==> run_1/power_grid.png <==
Bar = 20 um. Pins as bars on the die edge. Tap cells in gray.
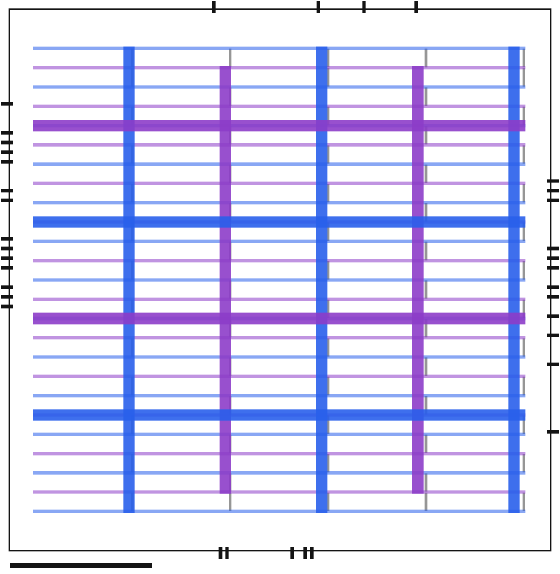
==> run_1/placement_by_type.png <==
Bar = 20 um.
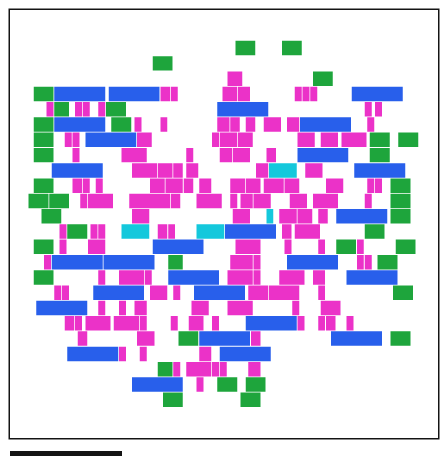
==> run_1/clk_routes.png <==
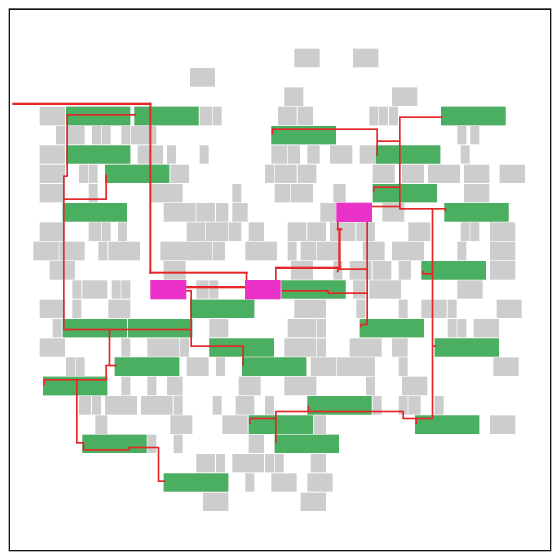
===== src/rtl/pkt_reader.sv =====
`default_nettype none
// ============================================================================
// Module   : pkt_reader
// Purpose  : Pops fixed-size packets from a show-ahead FIFO onto a
//            valid/ready stream with SOP/EOP markers and an 8-bit checksum.
// Revision : 1.0 - initial release
// ============================================================================
module pkt_reader #(
    parameter int DATA_WIDTH = 8,
    parameter int PKT_SIZE   = 10
) (
    input  logic                  r_clk,
    input  logic                  r_rst,
    input  logic                  start,
    input  logic                  empty,
    input  logic [DATA_WIDTH-1:0] rd_data,
    output logic                  r_inc,
    output logic [DATA_WIDTH-1:0] out_data,
    output logic                  out_valid,
    input  logic                  out_ready,
    output logic                  out_sop,
    output logic                  out_eop,
    output logic                  busy,
    output logic                  pkt_done,
    output logic [7:0]            checksum
);

    localparam int CNT_W = $clog2(PKT_SIZE + 1);

    typedef enum logic [1:0] {
        IDLE  = 2'd0,
        READ  = 2'd1,
        DRAIN = 2'd2,
        DONE  = 2'd3
    } state_t;

    state_t           state;
    logic [CNT_W-1:0] count;
    logic [7:0]       rd_low8;
    logic             accept;

    generate
        if (DATA_WIDTH >= 8) begin : g_low8_slice
            assign rd_low8 = rd_data[7:0];
        end else begin : g_low8_pad
            assign rd_low8 = {{(8-DATA_WIDTH){1'b0}}, rd_data};
        end
    endgenerate

    assign accept = out_valid && out_ready;

    // Pop only when the output register is free or being drained this cycle.
    assign r_inc = !r_rst && (state == READ) && !empty && (!out_valid || out_ready);

    always_ff @(posedge r_clk or posedge r_rst) begin
        if (r_rst) begin
            state     <= IDLE;
            count     <= '0;
            out_data  <= '0;
            out_valid <= 1'b0;
            out_sop   <= 1'b0;
            out_eop   <= 1'b0;
            busy      <= 1'b0;
            pkt_done  <= 1'b0;
            checksum  <= 8'd0;
        end else begin
            pkt_done <= 1'b0;

            if (r_inc) begin
                out_data  <= rd_data;
                out_valid <= 1'b1;
                out_sop   <= (count == '0);
                out_eop   <= (count == CNT_W'(PKT_SIZE - 1));
                count     <= count + 1'b1;
                checksum  <= checksum + rd_low8;
            end else if (accept) begin
                out_valid <= 1'b0;
            end

            case (state)
                IDLE: begin
                    if (start) begin
                        state    <= READ;
                        count    <= '0;
                        checksum <= 8'd0;
                        busy     <= 1'b1;
                    end
                end
                READ: begin
                    if (r_inc && (count == CNT_W'(PKT_SIZE - 1))) begin
                        state <= DRAIN;
                    end
                end
                DRAIN: begin
                    if (accept && out_eop) begin
                        state    <= DONE;
                        pkt_done <= 1'b1;
                    end
                end
                DONE: begin
                    state <= IDLE;
                    busy  <= 1'b0;
                end
                default: state <= IDLE;
            endcase
        end
    end

endmodule
`default_nettype wire


===== config.mk =====
export PLATFORM = sky130hd
export DESIGN_NAME = pkt_reader
export DESIGN_NICKNAME = d
export VERILOG_FILES = /design/src/rtl/pkt_reader.sv
export SDC_FILE = /design/constraint.sdc
export NUM_CORES = 1
export LEC_CHECK = 0
export CAP_MARGIN = 30
export CELL_PAD_IN_SITES_DETAIL_PLACEMENT = 0
export CELL_PAD_IN_SITES_GLOBAL_PLACEMENT = 2
export CORE_MARGIN = 3
export CORE_UTILIZATION = 32
export CTS_BUF_LIST = sky130_fd_sc_hd__clkbuf_8 sky130_fd_sc_hd__clkbuf_16
export CTS_CLUSTER_SIZE = 12
export DETAILED_ROUTE_END_ITERATION = 16
export PLACE_DENSITY = 0.94
export SLEW_MARGIN = 20
export SYNTH_ARGS = -nofsm -noshare
export SYNTH_HDL_FRONTEND = slang
export SYNTH_SLANG_ARGS = --single-unit

===== constraint.sdc =====
create_clock -name r_clk -period 3.25 [get_ports r_clk]
set_clock_uncertainty 0.1 [all_clocks]
set_input_delay 0.4875 -clock r_clk [delete_from_list [all_inputs] [get_ports r_clk]]
set_output_delay 0.4875 -clock r_clk [all_outputs]
set_load 0.01 [all_outputs]

==> flow_metrics.tcl, run 1 <==
# flow metrics
set metrics [dict create \
    maxSlewHeadroom 0.5358 \
    outcome "completed" \
    vias_per_cell 4.948 \
    clock_tree.root_cell "clkbuf_8" \
    design.die.area_sq_um 5797 \
    number_of_synthesized_flops_with_an_enable_pin 0 \
    layout-drive-gt1-share 0.05392 \
    global_route.usage.total 0.1273 \
    floorplan.core_util 0.3471 \
    ys_cells 169 \
    wl_mm 3.536 \
    timing_max_transition_violations_final 0 \
    cp_data_required_time_ps 2660 \
    p_int_w 0.0009497 \
    worstReg2RegEnd "checksum[7]$_DFF_PP0_" \
    postSynthRegisterBits 27 \
    synthesis.area_sq_um 1574 \
    ctsHtreeMaxLevel 1 \
    report.final.hold_viol_count 0 \
    worstHoldPathCells 2 \
    leakagePower_nw 0.9365 \
    number_of_global_route_vias_before_repair 1303 \
    synth_top_cell_by_area "dfrtp_1" \
    final_layout_top_logic_cells "nand2_1 (42), clkdlybuf4s50_1 (34), dfrtp_1 (27)" \
    route.vias.total 1331 \
    gp_congestion 0.7797 \
    antenna_violations_before_repair 0 \
    clk_transition_reported_paths_ps 100 \
]
Notes on power_grid.png above:
| net | color |
|---|---|
| VSS | blue |
| VDD | purple |
tap cells: 65
signal pins: 35
met5 straps: 4
rows: 24
met4 straps: 5
die width: 76.14 um
placeable core region: 4534 sq um
Max IR drop VDD: 0.0004039 V

Notes on placement_by_type.png above:
| class | color | cells |
|---|---|---|
| remaining buffers and delay cells | green | 37 |
| sequential cells | blue | 27 |
| clock drivers and dummy loads | cyan | 4 |
| combinational and other logic | magenta | 136 |
Rows: 24
post-route standard cell area excluding fillers: 2036 sq um
register fraction of the total cell area: 0.3319
final core utilization: 0.4490

Notes on clk_routes.png above:
[flip-flops] green | count: 27
[clock wires] red | length: 385 um
[clock drivers] magenta | count: 3
routed clock nets: 4

## run 1: worst max-delay path by stage
stage	to	cells after the start
after floorplan	checksum[6]$_DFF_PP0_	7
after CTS	r_inc	6
after global routing	r_inc	6
after global placement	checksum[6]$_DFF_PP0_	8
after detailed placement	checksum[6]$_DFF_PP0_	8
final	r_inc	6
## run 1: kinds of logic after synthesis
group	after synthesis	synth area share
adder cells (fa/ha/maj)	15	0.1240
flip-flops	27	0.4293
XOR/XNOR	5	0.02783
multiplexers	2	0.01351
buffers and inverters	15	0.03895
AND/OR/NAND/NOR	76	0.2281
AND-OR/OR-AND	29	0.1383
## run 1: worst max-delay path, stage by stage, from the launching register on
cell and delay, ps:
dfrtp_1 420, inv_1 90, ha_1 180, nor3b_2 190, nand2_2 180, inv_1 110, clkdlybuf4s50_1 540
## run 1: sequential cells by signal (all words and copies together) (netlist names)
| register | cells |
|---|---|
| out_data | 8 |
| pkt_done | 1 |
| busy | 1 |
| state | 2 |
| count | 4 |
| out_sop | 1 |
| out_eop | 1 |
| checksum | 8 |
| out_valid | 1 |
## run 1: routing by layer
metal  vias to the layer above  wire length (um)  GRT usage
met2                        30              1482     0.2030
met4                         0                29    0.02717
met3                         4               192    0.04019
li1                        659                 -          -
met1                       638              1831     0.1697
met5                         -                 0          0
## run 1: final cells by class
type	instances	area, sq um	area share
multi-input combinational	127	837.1	0.4112
sequential	27	675.6	0.3319
timing repair buffer	37	362.8	0.1782
tap	65	81.33	0.03995
clock buffer	3	41.29	0.02028
inverter	9	33.78	0.01659
clock inverter	1	3.754	0.001844
## run 1: power by group through the flow
stage	logic [W]	registers, W	clock network [W]
2_1_floorplan	0.000433	0.000596	0
3_3_place_gp	0.000781	0.000564	0
3_5_place_dp	0.000790	0.000562	0
4_1_cts	0.000794	0.000558	0.000201
5_1_grt	0.000885	0.000577	0.000209
6_report	0.000784	0.000556	0.000194
## run 1: synthesized netlist by cell type (2+ instances only)
cell type / number
a211o_1: 3
a211oi_1: 4
a21oi_1: 5
and2_1: 2
buf_2: 4
dfrtp_1: 27
ha_1: 14
inv_1: 9
nand2_1: 42
nand3_1: 6
nand4_1: 2
nor2_1: 9
nor3b_1: 2
nor4_1: 3
nor4b_1: 3
o21ai_0: 4
o31ai_1: 3
xnor2_1: 2
xor2_1: 3
## run 1: metrics by stage
stage          cells  power (W)  hold slack, ps  instance area, sq um  setup slack, ps
6_report         269   0.001534           381.7                  2036            678.1
5_1_grt          269   0.001672           393.6                  2036            505.5
4_1_cts          269   0.001553           384.9                  2036            636.4
3_5_place_dp     265   0.001353           361.7                  1991            606.9
3_3_place_gp     265   0.001345           358.1                  1991            623.8
2_1_floorplan    169   0.001029           407.0                  1574             1181
==> run_1/congestion.png <==
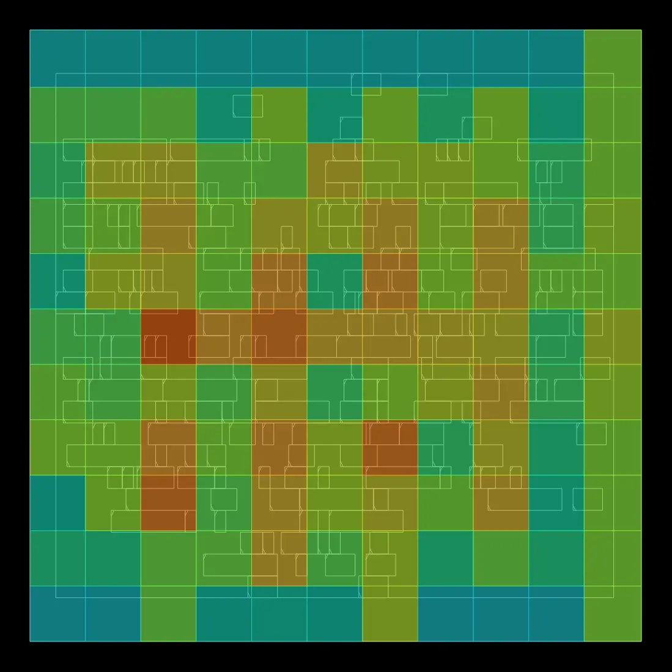

==> inputs of run 2 (changes only) <==
--- a/config.mk
+++ b/config.mk
@@ -9,11 +9,11 @@
 export CELL_PAD_IN_SITES_DETAIL_PLACEMENT = 0
 export CELL_PAD_IN_SITES_GLOBAL_PLACEMENT = 2
 export CORE_MARGIN = 3
-export CORE_UTILIZATION = 32
+export CORE_UTILIZATION = 30
 export CTS_BUF_LIST = sky130_fd_sc_hd__clkbuf_8 sky130_fd_sc_hd__clkbuf_16
 export CTS_CLUSTER_SIZE = 12
 export DETAILED_ROUTE_END_ITERATION = 16
-export PLACE_DENSITY = 0.94
+export PLACE_DENSITY = 0.9
 export SLEW_MARGIN = 20
 export SYNTH_ARGS = -nofsm -noshare
 export SYNTH_HDL_FRONTEND = slang
==> constraint.sdc (replaced) <==
create_clock -name r_clk -period 2.7 [get_ports r_clk]
set_clock_uncertainty 0.1 [all_clocks]
set_input_delay 0.405 -clock r_clk [delete_from_list [all_inputs] [get_ports r_clk]]
set_output_delay 0.405 -clock r_clk [all_outputs]
set_load 0.01 [all_outputs]
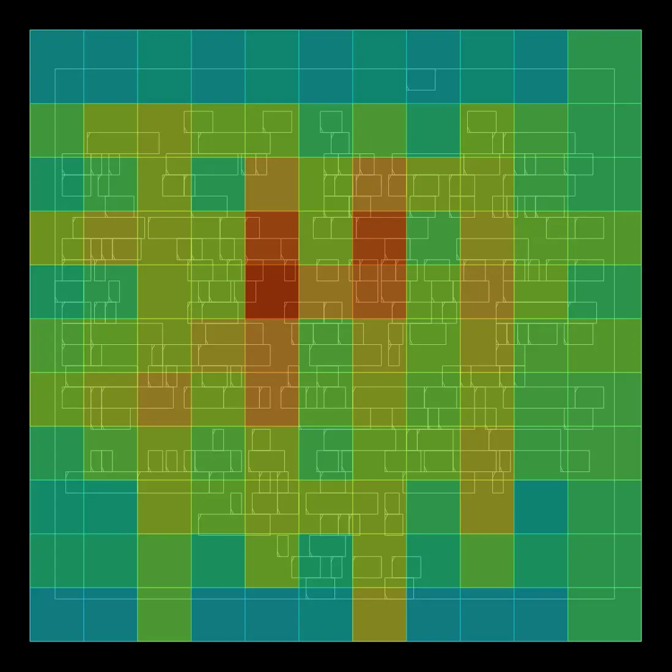
(run_2/congestion.png)
All-Layer GR Usage: 0.1221
met2 Usage GRT: 0.1961
met1 track utilization from global routing: 0.1650

==> run 2 against run 1 <==
- via count decreased by 2.0%
- register-to-register slack worse by 410 ps
- critical path depth did not move
- setup slack got worse by 380 ps
- utilization fell by 2.8 points
- area after synthesis is the same
- design area increased by 0.92%
- worst hold slack worse by 2.9 ps
- critical endpoint unchanged
- highest routed layer unchanged
==> flow_metrics.tcl, run 2 <==
# flow metrics
set metrics [dict create \
    outcome "completed" \
    finalCoreUtilization 0.4210 \
    power.density_cell_area_nw_per_um2 899.9 \
    power_w 0.001849 \
    postSynthRegisterBits 27 \
    final.fill_count 511 \
    core_sq_um 4880 \
    detailed_place.area_sq_um 2008 \
    reg_top3 "checksum: 8 flops, out_data: 8 flops, count: 4 flops" \
    post_route_standard_cell_area_excluding_fillers_sq_um 2054 \
    clock_tree.root_cell "clkbuf_8" \
    grt_setup_unrepaired "false" \
    core.rowCount 25 \
    fin_crit_sh 0.8896 \
    ys_cells 169 \
    final-instance-count-excl-fill 273 \
    clk_transition_reported_paths_ps 100 \
    report.final.hold_viol_count 0 \
    number_of_nets_still_failing_antenna_checks_after_routing 0 \
    wl_mm 3.508 \
    floorplan.core_util 0.3226 \
    leakagePower_nw 0.9457 \
    die_w_um 78.44 \
    timing_max_transition_violations_final 0 \
    layout-drive-gt1-share 0.06796 \
    io_pins 35 \
    synthesis.area_sq_um 1574 \
    cp_data_required_time_ps 2190 \
    post_synth_inst_count 169 \
    synthTopCellsByCount "nand2_1 (42), dfrtp_1 (27), ha_1 (14)" \
    maxSlewHeadroom 0.6713 \
    floorplan.nets 197 \
    ctsHtreeMaxLevel 1 \
    most_repeated_cell_in_the_gate_level_netlist_after_synthesis "nand2_1" \
    final_layout_top_logic_cells "nand2_1 (42), clkdlybuf4s50_1 (34), dfrtp_1 (27)" \
    openroad.warnings 31 \
    synth_largest_type_area_fraction 0.4293 \
    irDropWorstVdd_v 0.0004881 \
    route.vias.total 1305 \
    number_of_synthesized_flops_with_an_enable_pin 0 \
    cts_buffer_depth 2 \
    synth_top_cell_by_area "dfrtp_1" \
    antenna_violations_before_repair 0 \
    number_of_global_route_vias_before_repair 1284 \
    vias_per_cell 4.780 \
    dp.cells 269 \
    largest_cells_by_area_after_synthesis "dfrtp_1 (43%), ha_1 (11%), nand2_1 (10%), inv_1 (2.1%), nor2_1 (2.1%)" \
]
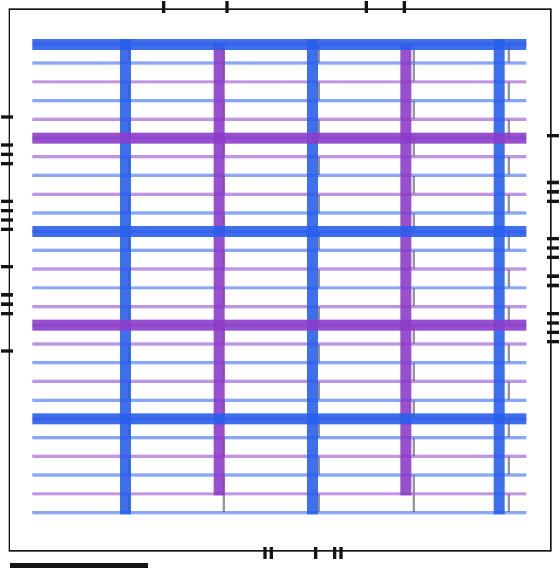
(run_2/power_grid.png)
Bar = 20 um. Pins as bars on the die edge. Tap cells in gray.
| net | color |
|---|---|
| VDD | purple |
| VSS | blue |
signal pins: 35
met4 straps: 5

==> run 2: cell families after synthesis <==
kind of cell,share of synthesized area
flops,0.4293
xor+xnor,0.02783
mux,0.01351
simple gates,0.2281
fa+ha+maj,0.1240
compound gates,0.1383
buf+inv,0.03895
==> run 2: critical path, stage by stage (launching register included) <==
cell and delay (ps):
dfrtp_1 420, inv_1 80, ha_1 180, nor3b_2 190, nand2_2 90, inv_1 110
clkdlybuf4s50_1 550
==> run 2: power by group <==
part	leakage (nW)	switching [W]	internal, W
clock	0.0255	0.000131	0.000104
combinational	0.573	0.000452	0.000495
sequential	0.348	0.000115	0.000553
==> run 2: layer usage <==
layer | vias to the layer above | track usage | share of wire
met2 | 32 | 0.1961 | 0.44
met5 | - | 0 | 0
met3 | 4 | 0.03326 | 0.044
met1 | 610 | 0.1650 | 0.51
li1 | 659 | - | -
met4 | 0 | 0.02622 | 0.0074
==> run 2: final cells by class <==
cell class / instances / area (sq um) / area share
clock buffer: 3 / 41.29 / 0.02010
clock inverter: 1 / 5.005 / 0.002436
inverter: 9 / 33.78 / 0.01644
multi-input combinational: 127 / 837.1 / 0.4074
sequential: 27 / 675.6 / 0.3289
tap: 67 / 83.83 / 0.04080
timing repair buffer: 39 / 377.9 / 0.1839
==> run 2: per-stage QoR <==
step / setup WS (ps) / hold slack (ps)
2_1_floorplan: 699.7 / 357.7
3_3_place_gp: 176.6 / 357.1
3_5_place_dp: 129.9 / 362.2
4_1_cts: 260.5 / 386.5
5_1_grt: 137.4 / 416.5
6_report: 298.2 / 378.8
==> run 2: path summary, 6_finish.rpt <==
kind                                         startpoint                 endpoint  slack (ps)  cells past startpoint
worst max-delay path               state[1]$_DFFE_PP0P_                    r_inc         300                      6
worst min-delay path                              r_rst       count[3]$_DFF_PP0_         380                      2
worst max register to register    checksum[4]$_DFF_PP0_    checksum[7]$_DFF_PP0_         590                      6
worst min register to register  out_data[7]$_DFFE_PP0N_  out_data[7]$_DFFE_PP0N_         380                      2
max in group asynchronous                         r_rst       count[0]$_DFF_PP0_        1540                      3
min in group r_clk              out_data[7]$_DFFE_PP0N_  out_data[7]$_DFFE_PP0N_         380                      2
No activity file was given, so power comes from the tool's default toggle rates.
